<file path="config.mk">
export PLATFORM = sky130hd
export DESIGN_NAME = spi_slave_rx
export DESIGN_NICKNAME = d
export VERILOG_FILES = /design/src/rtl/spi_pkg.sv /design/src/rtl/spi_rx_fifo.sv /design/src/rtl/spi_slave_rx.sv
export SDC_FILE = /design/constraint.sdc
export NUM_CORES = 1
export LEC_CHECK = 0
export CELL_PAD_IN_SITES_DETAIL_PLACEMENT = 1
export CELL_PAD_IN_SITES_GLOBAL_PLACEMENT = 1
export CORE_UTILIZATION = 39
export CTS_CLUSTER_SIZE = 8
export DETAILED_ROUTE_END_ITERATION = 7
export PLACE_DENSITY_LB_ADDON = 0.05
export SKIP_CTS_REPAIR_TIMING = 1
export SLEW_MARGIN = 15
export SYNTH_ARGS = -nofsm -noshare
export SYNTH_HDL_FRONTEND = slang
export SYNTH_SLANG_ARGS = --single-unit
</file>
<file path="constraint.sdc">
create_clock -name clk -period 2.1 [get_ports clk]
set_input_delay 0.21 -clock clk [delete_from_list [all_inputs] [get_ports clk]]
set_output_delay 0.21 -clock clk [all_outputs]
set_load 0.005 [all_outputs]
</file>
<file path="src/rtl/spi_pkg.sv">
// Shared SPI constants and receive FSM state type.
// Also used by the upstream master model and the checker.
`timescale 1ns / 1ps
package spi_pkg;

   localparam int unsigned SpiWidth      = 12;
   localparam int unsigned SpiSyncStages = 2;

   typedef enum logic [1:0] {
      StIdle   = 2'd0,
      StShift  = 2'd1,
      StWaitCs = 2'd2,
      StArm    = 2'd3
   } spi_state_e;

endpackage

</file>
<file path="src/rtl/spi_rx_fifo.sv">
// Power-of-two output FIFO for the SPI receiver; head entry is visible on rdata_o.
// A push into a full FIFO is accepted only when a pop happens in the same cycle.
`timescale 1ns / 1ps
module spi_rx_fifo #(
   parameter int unsigned WIDTH = 12,
   parameter int unsigned DEPTH = 4
) (
   input  logic             clk,
   input  logic             rst,
   input  logic             push_i,
   input  logic [WIDTH-1:0] wdata_i,
   input  logic             pop_i,
   output logic             full_o,
   output logic             empty_o,
   output logic [WIDTH-1:0] rdata_o
);

   localparam int unsigned AW = $clog2(DEPTH);

   logic [WIDTH-1:0] mem_q [DEPTH];
   logic [AW:0]      wr_ptr_q;
   logic [AW:0]      rd_ptr_q;
   logic             wr_en;
   logic             rd_en;

   // Extra pointer MSB distinguishes full from empty when the indices match.
   assign empty_o = (wr_ptr_q == rd_ptr_q);
   assign full_o  = (wr_ptr_q[AW] != rd_ptr_q[AW]) && (wr_ptr_q[AW-1:0] == rd_ptr_q[AW-1:0]);
   assign wr_en   = push_i & (~full_o | pop_i);
   assign rd_en   = pop_i & ~empty_o;
   assign rdata_o = mem_q[rd_ptr_q[AW-1:0]];

   always_ff @(posedge clk or posedge rst) begin
      if (rst) begin
         wr_ptr_q <= '0;
         rd_ptr_q <= '0;
         for (int i = 0; i < int'(DEPTH); i++) begin
            mem_q[i] <= '0;
         end
      end else begin
         if (wr_en) begin
            mem_q[wr_ptr_q[AW-1:0]] <= wdata_i;
            wr_ptr_q                <= wr_ptr_q + (AW + 1)'(1);
         end
         if (rd_en) begin
            rd_ptr_q <= rd_ptr_q + (AW + 1)'(1);
         end
      end
   end

endmodule

</file>
<file path="src/rtl/spi_slave_rx.sv">
// Receive-only SPI slave: synchronizes sclk/cs/mosi, samples mosi on sclk falling edges.
// Define SPI_SLAVE_RX_FIFO_EN for a FIFO_DEPTH-entry output FIFO; otherwise a single holding register.
`timescale 1ns / 1ps
module spi_slave_rx
   import spi_pkg::*;
#(
   parameter int unsigned WIDTH       = SpiWidth,
   parameter int unsigned SYNC_STAGES = SpiSyncStages,
   parameter int unsigned FIFO_DEPTH  = 4
) (
   input  logic             clk,
   input  logic             rst,
   input  logic             sclk,
   input  logic             cs,
   input  logic             mosi,
   output logic [WIDTH-1:0] dout,
   output logic             dout_valid,
   input  logic             dout_ready,
   output logic             busy,
   output logic             frame_err,
   output logic             overflow
);

   localparam int unsigned CntW = $clog2(WIDTH + 1);
   localparam int unsigned ArmW = $clog2(SYNC_STAGES + 1);

   if ((FIFO_DEPTH < 2) || ((FIFO_DEPTH & (FIFO_DEPTH - 1)) != 0)) begin : g_bad_depth
      $error("FIFO_DEPTH must be a power of two of at least 2");
   end

   logic [SYNC_STAGES-1:0] sclk_sync_q;
   logic [SYNC_STAGES-1:0] cs_sync_q;
   logic [SYNC_STAGES-1:0] mosi_sync_q;
   logic                   sclk_prev_q;
   logic                   sclk_s;
   logic                   cs_s;
   logic                   mosi_s;
   logic                   sclk_fall;

   always_ff @(posedge clk or posedge rst) begin
      if (rst) begin
         sclk_sync_q <= '0;
         cs_sync_q   <= '1;
         mosi_sync_q <= '0;
         sclk_prev_q <= 1'b0;
      end else begin
         sclk_sync_q <= (sclk_sync_q << 1) | SYNC_STAGES'(sclk);
         cs_sync_q   <= (cs_sync_q << 1) | SYNC_STAGES'(cs);
         mosi_sync_q <= (mosi_sync_q << 1) | SYNC_STAGES'(mosi);
         sclk_prev_q <= sclk_s;
      end
   end

   assign sclk_s    = sclk_sync_q[SYNC_STAGES-1];
   assign cs_s      = cs_sync_q[SYNC_STAGES-1];
   assign mosi_s    = mosi_sync_q[SYNC_STAGES-1];
   assign sclk_fall = sclk_prev_q & ~sclk_s;

   spi_state_e       state_q;
   logic [CntW-1:0]  bit_cnt_q;
   logic [WIDTH-2:0] shift_q;
   logic [ArmW-1:0]  arm_cnt_q;
   logic             busy_q;
   logic             frame_err_q;
   logic             overflow_q;
   logic             push;
   logic [WIDTH-1:0] push_data;

   // The final bit bypasses shift_q and goes straight into storage with the earlier bits.
   assign push      = (state_q == StShift) && sclk_fall && (bit_cnt_q == CntW'(WIDTH - 1));
   assign push_data = {shift_q, mosi_s};

   always_ff @(posedge clk or posedge rst) begin
      if (rst) begin
         state_q     <= StArm;
         bit_cnt_q   <= '0;
         shift_q     <= '0;
         arm_cnt_q   <= '0;
         busy_q      <= 1'b0;
         frame_err_q <= 1'b0;
      end else begin
         frame_err_q <= 1'b0;
         unique case (state_q)
            // Synchronizer reset levels fake cs high; wait until real samples have arrived.
            StArm: begin
               if (arm_cnt_q != ArmW'(SYNC_STAGES)) begin
                  arm_cnt_q <= arm_cnt_q + ArmW'(1);
               end else if (cs_s) begin
                  state_q <= StIdle;
               end
            end
            StIdle: begin
               if (!cs_s) begin
                  state_q   <= StShift;
                  bit_cnt_q <= '0;
                  shift_q   <= '0;
                  busy_q    <= 1'b1;
               end
            end
            StShift: begin
               if (sclk_fall) begin
                  shift_q   <= push_data[WIDTH-2:0];
                  bit_cnt_q <= bit_cnt_q + CntW'(1);
               end
               if (push) begin
                  state_q <= StWaitCs;
               end else if (cs_s) begin
                  frame_err_q <= 1'b1;
                  state_q     <= StIdle;
                  busy_q      <= 1'b0;
               end
            end
            StWaitCs: begin
               if (cs_s) begin
                  state_q <= StIdle;
                  busy_q  <= 1'b0;
               end
            end
         endcase
      end
   end

   logic full;
   logic pop;
   logic accept;

   assign pop    = dout_valid & dout_ready;
   assign accept = push & (~full | pop);

`ifdef SPI_SLAVE_RX_FIFO_EN
   logic empty;

   spi_rx_fifo #(
      .WIDTH (WIDTH),
      .DEPTH (FIFO_DEPTH)
   ) u_fifo (
      .clk     (clk),
      .rst     (rst),
      .push_i  (accept),
      .wdata_i (push_data),
      .pop_i   (pop),
      .full_o  (full),
      .empty_o (empty),
      .rdata_o (dout)
   );

   assign dout_valid = ~empty;
`else
   logic [WIDTH-1:0] hold_q;
   logic             hold_valid_q;

   always_ff @(posedge clk or posedge rst) begin
      if (rst) begin
         hold_q       <= '0;
         hold_valid_q <= 1'b0;
      end else if (accept) begin
         hold_q       <= push_data;
         hold_valid_q <= 1'b1;
      end else if (pop) begin
         hold_valid_q <= 1'b0;
      end
   end

   assign dout       = hold_q;
   assign dout_valid = hold_valid_q;
   assign full       = hold_valid_q;
`endif

   always_ff @(posedge clk or posedge rst) begin
      if (rst) begin
         overflow_q <= 1'b0;
      end else begin
         overflow_q <= push & full & ~pop;
      end
   end

   assign busy      = busy_q;
   assign frame_err = frame_err_q;
   assign overflow  = overflow_q;

endmodule

</file>
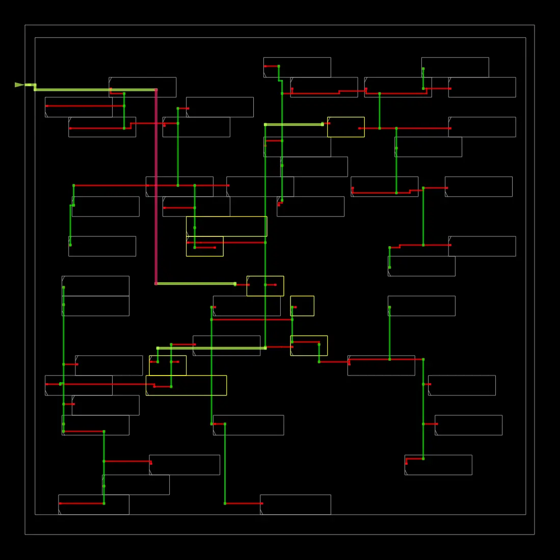
run_1/final_clocks.png
Inserted Clock Buffers: 5
flip-flops: 42
Latency at later pin: 0.29 ns
total clock sinks: 42
Clock buffer cells: 5

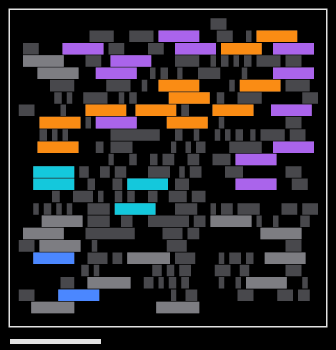
run_1/registers.png
The bar under the picture is 20 um long. Other sequential cells in the stronger gray, the rest of the logic in the fainter gray.
purple -> dout  # sequential cells 12
cyan -> bit_cnt_q  # sequential cells 4
blue -> arm_cnt_q  # sequential cells 2
orange -> shift_q  # sequential cells 11
not colored = 13
flip-flop and latch area: 1060 um^2
flop share of the area: 47.4%
P_seq: 1.01 mW
Final Core Density: 50.8%

==> impl_metrics.ini, run 1 <==
; yosys + openroad results
[setup_path]
crit_buf_inv = 1
ff2ff_path_depth = 6
cp.depth = 6
crit_arrival_ns = 2.17
cp_max_fo = 10
cp_slowest_cell = dfstp_2
cp_slowest_stage_delay_ns = 0.60
crit_path_cell_trace = ha_4 > nand2_2 > or4_4 > nor2b_4 > buf_12 > mux2_4
reg2reg_setup_slack_ns = 0.11
path_class = reg2reg
cp-start-kind = flop

[synth]
synthTopCellsByCount = dfrtp_1 (38), nand2_1 (29), o21ai_0 (16), mux2_4 (10), ha_1 (6)
yosysCellCount = 150
top_area_cell = dfrtp_1
yosysSeqAreaShare_pct = 59.0
flop_cell = dfrtp_1
synthTopCellsByArea = dfrtp_1 (53%), mux2_4 (8.4%), nand2_1 (6.1%)
yosysWarningCount = 0
ys.flops = 42
yosys_area_um2 = 1790
synth_area_per_cell_um2 = 11.9
top_cell = dfrtp_1
synth_cell_types = 32
syn-num-nets = 162
top_area_share_pct = 53.1
edf_count = 0

[sta]
finClkSkew_ns = 0.00846
worstMarginPinSlew_ns = 0.536
fin_crit_ns = 1.99
slew_headroom_pct = 64.3
grt_setup_unrepaired = false
finalHoldViolations = 0
tns_ns = 0
whs_ns = 0.326
period_used_pct = 94.8
setup_ws_ns = 0.110
drv_slew = 0
setup_viol_count_final = 0

[power]
maxPowerGroup = registers
p_switching_mw = 0.683
cellInternalPower_mw = 1.63
power_leakage_nw = 1.00
powerDensity_nw_per_um2 = 1040
vdd_drop_max_mv = 0.706
clkPwrFrac_pct = 32.7
powerClk_mw = 0.756
power_combinational_mw = 0.548
pwr-share-comb_pct = 23.7
p_sw_share_pct = 29.5

[routing]
avgViaCountPerCell = 4.94
wl_per_cell_um = 14.3
ant_nets = 0
drtIter0Drc = 52
drt_wl_total_um = 3300
vias = 1142
drcViolationCount = 0

[layout]
antenna_cells = 0
layout-drive-gt1-share_pct = 20.7
fillers = 473
final_common_cell = dfrtp_1
stdcell_count = 231
syn_to_final_growth_pct = 24.4
final_nets = 190

[floorplanning]
fp_util_pct = 40.8
die_x_um = 69.7
core_area_um2 = 4380
die_h_um = 69.7
io_pins = 22
rows = 24

[cts]
cts_tree = built
clk_pin_slew_ns = 0.08
htree_levels = 2

[run]
tool_warnings = 29
maxCapViolations = 0

[place]
dp.final_hpwl_um = 2210
place_area_um2 = 2090
numPortBuffers = 21
placedCellCount = 223
dp_slack_ns = 0.126

[worst_hold_path]
hold_depth = 1

[grt]
track_usage_pct = 15.5
grt_pass1_wl_um = 5780

[status]
status = finished, final reports clean
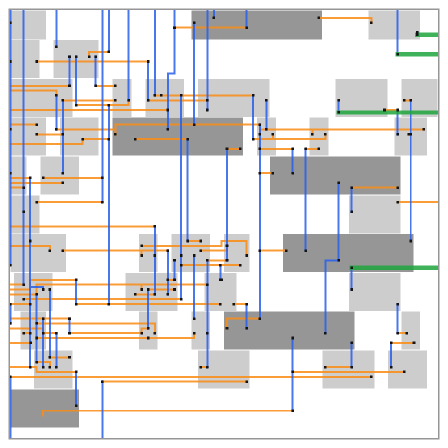
run_1/zoom.png
Window x 37 to 67, y 2 to 32 um. Cells in gray, sequential cells in the stronger gray; small squares are vias.
green -> met3
orange -> met1
blue -> met2
cells with their middle in the window = 38
sequential cells in the window = 6
most frequent = clkdlybuf4s50_1 (7), dfrtp_1 (5)

## run 1: cells by family (layout without fill, tap and decap cells)
group                    after synthesis  in the layout  share of synthesized area [%]
buffers and inverters                 13             42                           4.48
adder cells (fa/ha/maj)                6              6                           4.20
flip-flops                            42             42                           59.0
AND/OR/NAND/NOR                       51             51                           14.5
XOR/XNOR                               1              1                          0.490
multiplexers                          12             12                           9.65
AND-OR/OR-AND                         25             25                           7.69
## run 1: worst paths after layout
check	endpoint	start
setup reg to reg	dout[1]	state_q[0]
hold reg to reg	sclk_sync_q[1]	sclk_sync_q[0]
min in group asynchronous	frame_err	rst
max in group asynchronous	cs_sync_q[1]	rst
setup / recovery	dout[1]	state_q[0]
hold / removal	cs_sync_q[0]	cs
## run 1: per-layer routing
| layer | track usage (%) | part of all wire, % | vias up |
|---|---|---|---|
| met4 | 6.00 | 0.79 | 0 |
| met2 | 23.2 | 45 | 19 |
| li1 | - | - | 553 |
| met3 | 5.09 | 3.3 | 2 |
| met5 | 0 | 0 | - |
| met1 | 21.0 | 51 | 568 |
## run 1: cell type report
type / instances / area [um^2] / area share (%)
Tap cell: 52 / 65.1 / 2.92
Sequential cell: 42 / 1060 / 47.4
Multi-Input combinational cell: 95 / 666 / 29.9
Clock buffer: 5 / 68.8 / 3.09
Inverter: 5 / 18.8 / 0.843
Clock inverter: 3 / 68.8 / 3.09
Timing Repair Buffer: 29 / 283 / 12.7
## run 1: sequential cells by signal, summed over array words and instances, names as in the netlist
signal and count:
dout 12, mosi_sync_q 2, cs_sync_q 2, state_q 2, bit_cnt_q 4, dout_valid 1, overflow 1, sclk_prev_q 1
sclk_sync_q 2, shift_q 11, arm_cnt_q 2, frame_err 1, busy 1
==> inputs of run 2 (changes only) <==
Settings changed: SKIP_LAST_GASP from default to 1, TNS_END_PERCENT from default to 30.
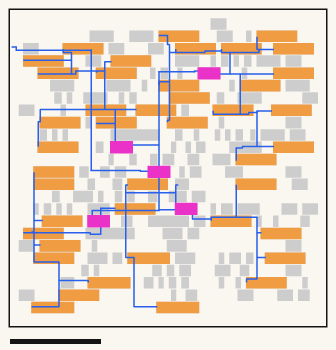
run_2/clock_map.png
The bar under the picture is 20 um long.
blue -> clock wires  # length 511 um
orange -> flip-flops  # count 42
magenta -> cells driving clock nets  # count 5
routed clock nets = 6
flops lie = all over the die
clock network power: 0.756 mW
Final Skew: 0.00846 ns
clock share of power: 32.7%

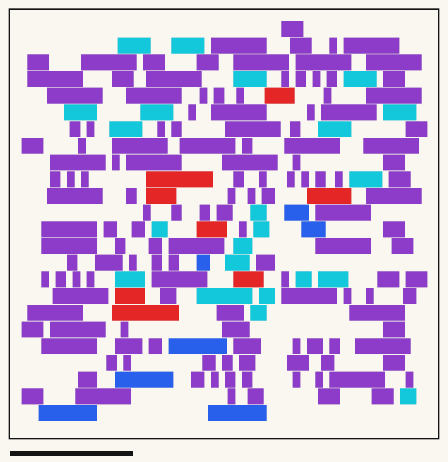
run_2/drive_strength.png
The bar under the picture is 20 um long.
blue -> drive 2  # cells 7, share 3.9%
red -> drive 6 and up  # cells 8, share 4.5%
cyan -> drive 3 to 4  # cells 22, share 12%
purple -> drive 1 or less  # cells 142, share 79%

==> impl_metrics.ini, run 2 <==
; yosys + openroad results
[power]
p_switching_mw = 0.683
powerDensity_nw_per_um2 = 1040
pwr-share-comb_pct = 23.7
cellInternalPower_mw = 1.63
vdd_drop_max_mv = 0.706

[floorplanning]
core_area_um2 = 4380
io_pins = 22
die_h_um = 69.7
fp_util_pct = 40.8
die_x_um = 69.7

[setup_path]
endpoint = dout[1]
worstReg2RegStart = state_q[0]
cp.depth = 6
ff2ff_path_depth = 6
cp-start-kind = flop
crit_path_cell_trace = ha_4 > nand2_2 > or4_4 > nor2b_4 > buf_12 > mux2_4
cp_slowest_stage_delay_ns = 0.60
path_class = reg2reg
crit_arrival_ns = 2.17
crit_buf_inv = 1
r2r-end = dout[1]

[synth]
ys.flops = 42
yosysCellCount = 150
xor_share_pct = 0.490
yosysSeqAreaShare_pct = 59.0
ys_sh_simple_pct = 14.5
synthTopCellsByArea = dfrtp_1 (53%), mux2_4 (8.4%), nand2_1 (6.1%)
adder_share_pct = 4.20
top_area_cell = dfrtp_1
flop_cell = dfrtp_1
synthTopCellsByCount = dfrtp_1 (38), nand2_1 (29), o21ai_0 (16), mux2_4 (10), ha_1 (6)
synth_area_per_cell_um2 = 11.9
top_cell = dfrtp_1
synth_cell_types = 32
synthAoiAreaFrac_pct = 7.69
logic_family = simple AND/OR/NAND/NOR gates
yosys_area_um2 = 1790
mux_share_pct = 9.65
yosysWarningCount = 0
syn-num-nets = 162

[sta]
fin_crit_ns = 1.99
period_used_pct = 94.8
grt_setup_unrepaired = false
slew_headroom_pct = 64.3
setup_viol_count_final = 0
tns_ns = 0
drv_slew = 0
worstMarginPinSlew_ns = 0.536
finalHoldViolations = 0

[place]
numPortBuffers = 21
dp.final_hpwl_um = 2210

[routing]
avgViaCountPerCell = 4.94
wl_per_cell_um = 14.3
vias = 1142
drcViolationCount = 0
drt_wl_total_um = 3300
drtIter0Drc = 52
ant_nets = 0

[run]
maxCapViolations = 0
tool_warnings = 29

[layout]
largest_register_ffs = 12
final_nets = 190
final_common_cell = dfrtp_1
syn_to_final_growth_pct = 24.4
layout-drive-gt1-share_pct = 20.7
antenna_cells = 0

[grt]
grt_pass1_wl_um = 5780
track_usage_pct = 15.5

[worst_hold_path]
hp-start = cs

[status]
status = finished, final reports clean
## run 2: cell counts after synthesis
Identical to the previous run, type by type.
## run 2: kinds of logic after synthesis
family / after synthesis
AND/OR/NAND/NOR: 51
flip-flops: 42
AND-OR/OR-AND: 25
buffers and inverters: 13
multiplexers: 12
adder cells (fa/ha/maj): 6
XOR/XNOR: 1
## run 2: routing by layer
metal / wire [um] / track usage, % / part of all wire (%) / up-vias
met2: 1480 / 23.2 / 45 / 19
met5: 0 / 0 / 0 / -
li1: - / - / - / 553
met4: 26 / 6.00 / 0.79 / 0
met1: 1690 / 21.0 / 51 / 568
met3: 108 / 5.09 / 3.3 / 2
## run 2: power groups by stage
| stage | logic [mW] | registers [mW] | clock network [mW] |
|---|---|---|---|
| global route | 0.630 | 1.02 | 0.824 |
| floorplan | 0.361 | 1.00 | 0 |
| CTS | 0.557 | 1.01 | 0.785 |
| finish | 0.548 | 1.01 | 0.756 |
| detailed placement | 0.549 | 1.03 | 0 |
| global placement | 0.522 | 1.02 | 0 |
## run 2: per-stage QoR
step | instance area (um^2) | setup WS, ns | utilization (%) | hold slack, ns | cells
2_1_floorplan | 1800 | 0.00588 | - | 0.214 | 150
3_3_place_gp | 2090 | 0.172 | 47.6 | 0.339 | 223
3_5_place_dp | 2090 | 0.126 | 47.6 | 0.342 | 223
4_1_cts | 2230 | 0.102 | 50.8 | 0.313 | 231
5_1_grt | 2230 | 0.0402 | 50.8 | 0.305 | 231
6_report | 2230 | 0.110 | 50.8 | 0.326 | 231
## run 2: area by class of cell
type / count / area (um^2)
Sequential cell: 42 / 1060
Multi-Input combinational cell: 95 / 666
Tap cell: 52 / 65.1
Clock buffer: 5 / 68.8
Timing Repair Buffer: 29 / 283
Inverter: 5 / 18.8
Fill cell: 473 / 2160
Clock inverter: 3 / 68.8
==> inputs of run 3 (changes only) <==
Settings changed: GPL_TIMING_DRIVEN from default to 0.
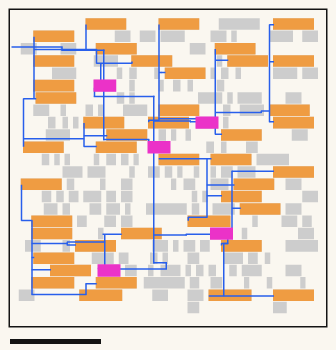
run_3/clock_map.png
The bar under the picture is 20 um long.
blue -> clock wires  # length 511 um
magenta -> cells driving clock nets  # count 5
orange -> flip-flops  # count 42
routed clock nets = 6
flops lie = all over the die

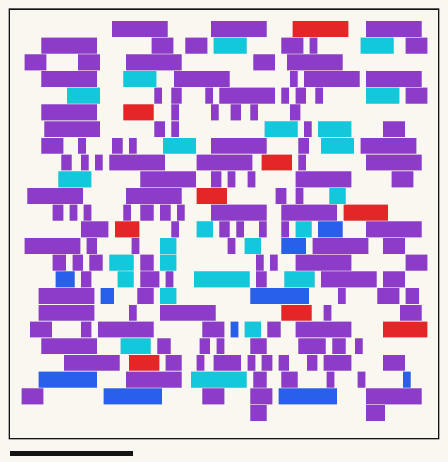
run_3/drive_strength.png
The bar under the picture is 20 um long.
cyan -> drive 3 to 4  # cells 24, share 13%
purple -> drive 1 or less  # cells 143, share 77%
blue -> drive 2  # cells 10, share 5.4%
red -> drive 6 and up  # cells 9, share 4.8%

==> impl_metrics.ini, run 3 <==
; yosys + openroad results
[status]
status = finished, final reports clean

[setup_path]
crit_path_cell_trace = ha_4 > nand2_2 > or4_4 > nor2b_4 > clkbuf_16 > mux2_4
cp-start-kind = flop
reg2reg_setup_slack_ns = 0.003
cp_slowest_stage_delay_ns = 0.57
crit_arrival_ns = 2.27
cp_max_fo = 8
crit_required_ns = 2.28
ff2ff_path_depth = 6
end_kind = flop
crit_buf_inv = 1
cp.depth = 6
path_delay_family = simple AND/OR/NAND/NOR gates
path_class = reg2reg
cp_slowest_cell = dfstp_2

[sta]
finClkSkew_ns = 0.00409
period_used_pct = 99.9
grt_setup_unrepaired = true
setup_ws_ns = 0.00301
finalHoldViolations = 0
tns_ns = 0
max_freq_ghz = 0.477
worstMarginPinSlew_ns = 0.464
slew_headroom_pct = 69.1
drv_slew = 0
fin_crit_ns = 2.10
setup_viol_count_final = 0

[layout]
final_nets = 198
antenna_cells = 0
final_common_cell = dfrtp_1
most-common-layout-cells = dfrtp_1 (38), nand2_1 (29), clkdlybuf4s50_1 (21)
syn_to_final_growth_pct = 26.5
post-route-util_pct = 51.6
final_area_um2 = 2260
layout-drive-gt1-share_pct = 23.1
largest_register_ffs = 12

[grt]
antenna_found_initial = 0
grt_max_degree = 30
track_usage_pct = 15.7
overflow = 0
grt_pass1_vias = 1248
grt_pass1_wl_um = 5930

[power]
vdd_drop_max_mv = 0.494
power_leakage_nw = 1.01
p_switching_mw = 0.677
powerDensity_nw_per_um2 = 942
clkPwrFrac_pct = 22.5
p_sw_share_pct = 31.8
cellInternalPower_mw = 1.46
p_seq_share_pct = 47.0
fin_total_pwr_mw = 2.13
pwr-share-comb_pct = 30.5

[routing]
vias = 1189
drtIter0Drc = 35
ant_nets = 0
drcViolationCount = 0
wl_per_cell_um = 14.2
drt_pre_antenna_iters = 4
drt_wl_total_um = 3380
avgViaCountPerCell = 5.00

[floorplanning]
die_area_um2 = 4860
rows = 24
die_x_um = 69.7
fp_util_pct = 40.8
io_pins = 22
die_h_um = 69.7
core_area_um2 = 4380

[cts]
cts.sinks = 42
clkLatencyLatePin_ns = 0.29
cts_made_buffers = 5
cts_buffer_depth = 2
cts_root_buffer = clkbuf_8
htree_levels = 2
clk_pin_slew_ns = 0.07
cts_tree = built

[synth]
yosysWarningCount = 0
edf_count = 0
synth_cell_types = 32
yosysCellCount = 150
synth_area_per_cell_um2 = 11.9
top_cell = dfrtp_1
yosysSeqAreaShare_pct = 59.0
syn-cell-area_um2 = 1790
synthTopCellsByArea = dfrtp_1 (53%), mux2_4 (8.4%), nand2_1 (6.1%)
yosys_area_um2 = 1790
top_area_share_pct = 53.1
flop_cell = dfrtp_1
synthArstFlopShare_pct = 100
ys.flops = 42
syn_inst = 150
top_area_cell = dfrtp_1
synthTopCellsByCount = dfrtp_1 (38), nand2_1 (29), o21ai_0 (16), mux2_4 (10), ha_1 (6)
syn-num-nets = 162

[place]
gp_congestion = 0.726
dp_slack_ns = -0.207
place_area_um2 = 2100
numPortBuffers = 21
dp.final_hpwl_um = 2270

[worst_hold_path]
min_path_type = in2async

[run]
maxCapViolations = 0
tool_warnings = 30
## run 3: per-layer routing
layer	wire length, um	global-route usage (%)
met1	1610	20.7
met2	1560	23.9
met5	0	0
met4	78	6.44
met3	132	5.23
## run 3: cell type report
type	count	area, um^2
plain buffers	6	50.0
multi-input cells	95	682
repair buffers	31	315
clock buffers	7	76.3
fillers	461	2120
flip-flops and latches	42	1060
well taps	52	65.1
inverters	5	18.8
## run 3: per-stage QoR
stage | instances | hold WS, ns
3_3_place_gp | 223 | 0.335
2_1_floorplan | 150 | 0.214
4_1_cts | 231 | 0.191
5_1_grt | 238 | 0.203
3_5_place_dp | 224 | 0.342
6_report | 238 | 0.190
## run 3: kinds of logic (layout without fill, tap and decap cells)
logic type | after synthesis | in the layout | share of synthesized area (%)
XOR/XNOR | 1 | 1 | 0.490
buffers and inverters | 13 | 49 | 4.48
AND/OR/NAND/NOR | 51 | 51 | 14.5
flip-flops | 42 | 42 | 59.0
AND-OR/OR-AND | 25 | 25 | 7.69
multiplexers | 12 | 12 | 9.65
adder cells (fa/ha/maj) | 6 | 6 | 4.20
## run 3: path summary, 6_finish.rpt
check,start,endpoint
min in group clk,cs,cs_sync_q[0]
setup / recovery,state_q[0],dout[2]
setup reg to reg,state_q[0],dout[2]
max in group asynchronous,rst,state_q[0]
hold reg to reg,sclk_sync_q[0],sclk_sync_q[1]
hold / removal,rst,arm_cnt_q[0]
## run 3: power by group through the flow
| stage | Sequential, mW | Combinational, mW | Clock [mW] |
|---|---|---|---|
| finish | 1.00 | 0.650 | 0.480 |
| global route | 1.02 | 0.738 | 0.532 |
| CTS | 1.01 | 0.523 | 0.502 |
| detailed placement | 1.03 | 0.521 | 0 |
| global placement | 1.02 | 0.495 | 0 |
| floorplan | 1.00 | 0.361 | 0 |
No activity file was given, so power comes from the tool's default toggle rates.
